Figure 1. Selected gate families.
The bar under the picture is 20 um long.
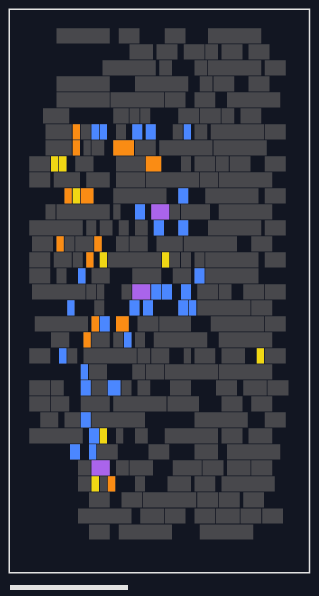
Figure 2. Clock network drawn from the DEF.
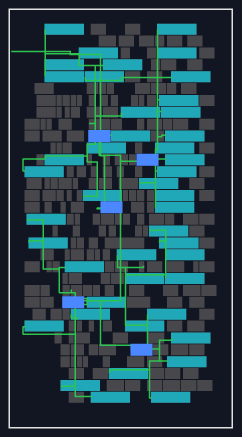
Figure 3. Cell sizes after repair.
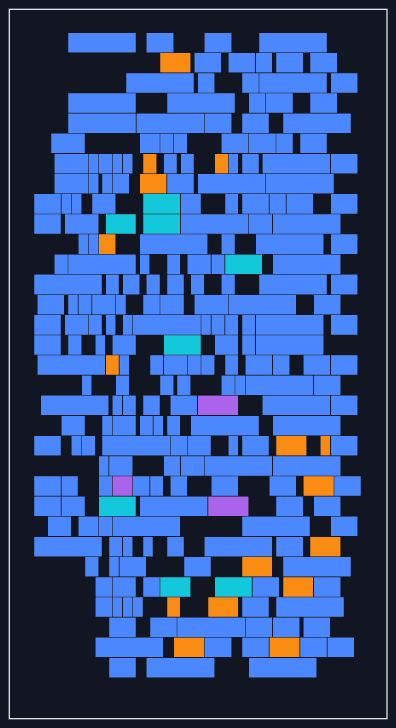
Figure 4. Routing congestion map.
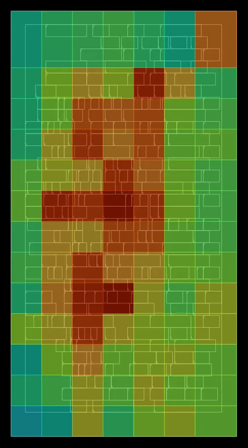
==> config.mk <==
export PLATFORM = sky130hd
export DESIGN_NAME = reg_file_debug_port
export DESIGN_NICKNAME = d
export VERILOG_FILES = /design/src/rtl/reg_dbg_pkg.sv /design/src/rtl/reg_dbg_rsp_slot.sv /design/src/rtl/reg_file_debug_port.sv
export SDC_FILE = /design/constraint.sdc
export NUM_CORES = 1
export LEC_CHECK = 0
export CAP_MARGIN = 20
export CORE_ASPECT_RATIO = 2
export CORE_MARGIN = 3
export CORE_UTILIZATION = 50
export DETAILED_ROUTE_END_ITERATION = 10
export GPL_ROUTABILITY_DRIVEN = 1
export GPL_TIMING_DRIVEN = 0
export PLACE_DENSITY = 0.84
export SYNTH_ARGS = -nofsm -noshare
export SYNTH_HDL_FRONTEND = slang
export SYNTH_SLANG_ARGS = --single-unit
export TNS_END_PERCENT = 10
==> constraint.sdc <==
create_clock -name clk -period 5.34 [get_ports clk]
set_input_delay 1.602 -clock clk [delete_from_list [all_inputs] [get_ports clk]]
set_output_delay 1.602 -clock clk [all_outputs]
set_load 0.005 [all_outputs]
==> notes.md <==
fresh numbers from the pnr run: status complete, no violations, CP Data Arrival Time about 3200 ps, Total Power approximately 1.4 mW, Placeable Area roughly 3800 sq um, Syn Std Cell Area about 2000 sq um, RSZ-0062 raised after global routing no, switch share 0.3520, Synth top cell by count dfrtp_1, Pleak ~1.2 nW, PD cells 498.1 nW/um^2, Fmax achieved 0.3381 GHz, number of OpenROAD warnings 29, xor+xnor area frac 0.01312, flop2flop setup slack roughly 3500 ps, TNS Setup 0 ps, Final Non-Filler Cells 300, comb area leader AND-OR/OR-AND gates, crit path max-delay cell type clkdlybuf4s50_1, Peak VDD IR ~0.00031 V, adder and majority cell fraction of the synthesized area 0.03123, vias between 1500 and 2000, drt first pass iters 4, Seq pwr share 0.384, Routed WL just over 5 mm, Max-Cap Viols 0, top cells, area dfrtp_1, mux2_2, nand3_1, ha_1, o21ai_0, hold depth 1, Synth async-reset ratio 1.000, largest net degree at the start of global routing roughly 45, Sink Count 44, Simple Share, Synth 0.1349, ys cells between 150 and 200, CLK BUF 7, CTS resizes 0, register area roughly 1100 sq um, CP Buf/Inv Count 1, critical path class input pin to register, Startpoint Class input pin, Netlist cell types 42, final period utilization 0.5539, worst stage delay on the critical path approximately 470 ps, DP HPWL between 3 and 4 mm, Max Used Layer met4, Final Hold Viols 0, Post-CTS Hold Fix Bufs 0, CP cell instances clkdlybuf4s50_1 > and4b_1 > o21ai_1 > mux2i_1 > a21o_1, Int Pwr a little under 900 uW, drc violations 0, Latency at later pin approximately 290 ps, Setup Buffers After CTS 0, CP delay by family, top AND-OR/OR-AND gates, worst hold slack between 500 and 600 ps, mi-comb count ~120, Slew headroom 0.4028, nets roughly 280, Floorplan Nets ~210, fraction of area in registers 0.4016, met2 wire len ~2.8 mm, Gate Area ~810 sq um, CTS tree built, hold crit path type register to register, Fillers 310, GPL Wtd Cong around 0.94, main flop type dfrtp_1, CTS buffer count 5, Yosys chip area ~2000 sq um, Synth Area in Compound Gates 0.1549, Mapped Cells about 180, Vias/cell about 5.5, row cnt 32, most numerous logic cells after layout clkdlybuf4s50_1, dfrtp_1, nand3_1, Starting Density 0.5212, Worst-Margin Slew 894.5 ps, final-layout non-clock buffer area share 0.2341, n_taps 51, MUX share of area 0.07058, sequential power around 520 uW, worst r2r path cells 5, fin util 0.7132, GR peak layer met2, yosys warns 0, post-route design area 2741 sq um, Placement Setup Slack ~2100 ps, most common library cells after synthesis dfrtp_1, nand3_1, o21ai_0, antenna-violating nets left 0, CP endpoint kind register, I/O Pins approximately 59, layout cell share with drive strength beyond 1 0.1084, Synth Seq Share 0.5497, met3 wire len about 230 um, Max power group combinational logic, placed inst area ~2600 sq um, Non-clk invs 8, Die Span Y 95.51 um, area leader, netlist dfrtp_1, ant diodes 0, Gate power share 0.459, CP required roughly 5500 ps, Crit path depth 5, P_clk 215 uW, Max-area cell class sequential cells, fin crit period 2958 ps, Comb group around 630 uW, flip-flops ~44, vias in the first global route 1654, Overflow after GRT 0, Clock-cell share 0.03423, number of max-slew violations in the final report 0, Root Driver clkbuf_8, Post-synth regs about 44, Post-Route M1 WL around 1.9 mm, number of flops mapped to enable cells by yosys 0, Routed wire per std cell around 17 um, first-pass GRT wire length between 8 and 9 mm, initial antenna violation count 0
About Figure 1:
Key: inv cells = yellow [cells 8]; xor and xnor cells = purple [cells 3]; nand cells = blue [cells 29]; nor cells = orange [cells 13]
logic share of the area: 0.2958
dominant logic cell type in the layout: clkdlybuf4s50_1

About Figure 2:
Key: clock drivers = blue [count 5]; clock wires = green [length 492 um]; flip-flops = cyan [count 44]
There are 6 routed clock nets.
Clock Power Share: 0.158
clock skew: 4.561 ps

About Figure 3:
Key: _2 cells = orange [cells 16, share 6.4%]; _0 and _1 cells = blue [cells 222, share 89%]; _6 and larger = cyan [cells 8, share 3.2%]; _3 and _4 cells = purple [cells 3, share 1.2%]
setup ws final: 2382 ps
number of non-clock buffers: 69
Syn-to-layout area delta: 36.85%

About Figure 4:
met1 Use GR: 0.2466
GR Util met2: 0.4072
gr usage total: 0.2293
GR Util met3: 0.04538

Power is estimated from default activity; no workload was simulated.
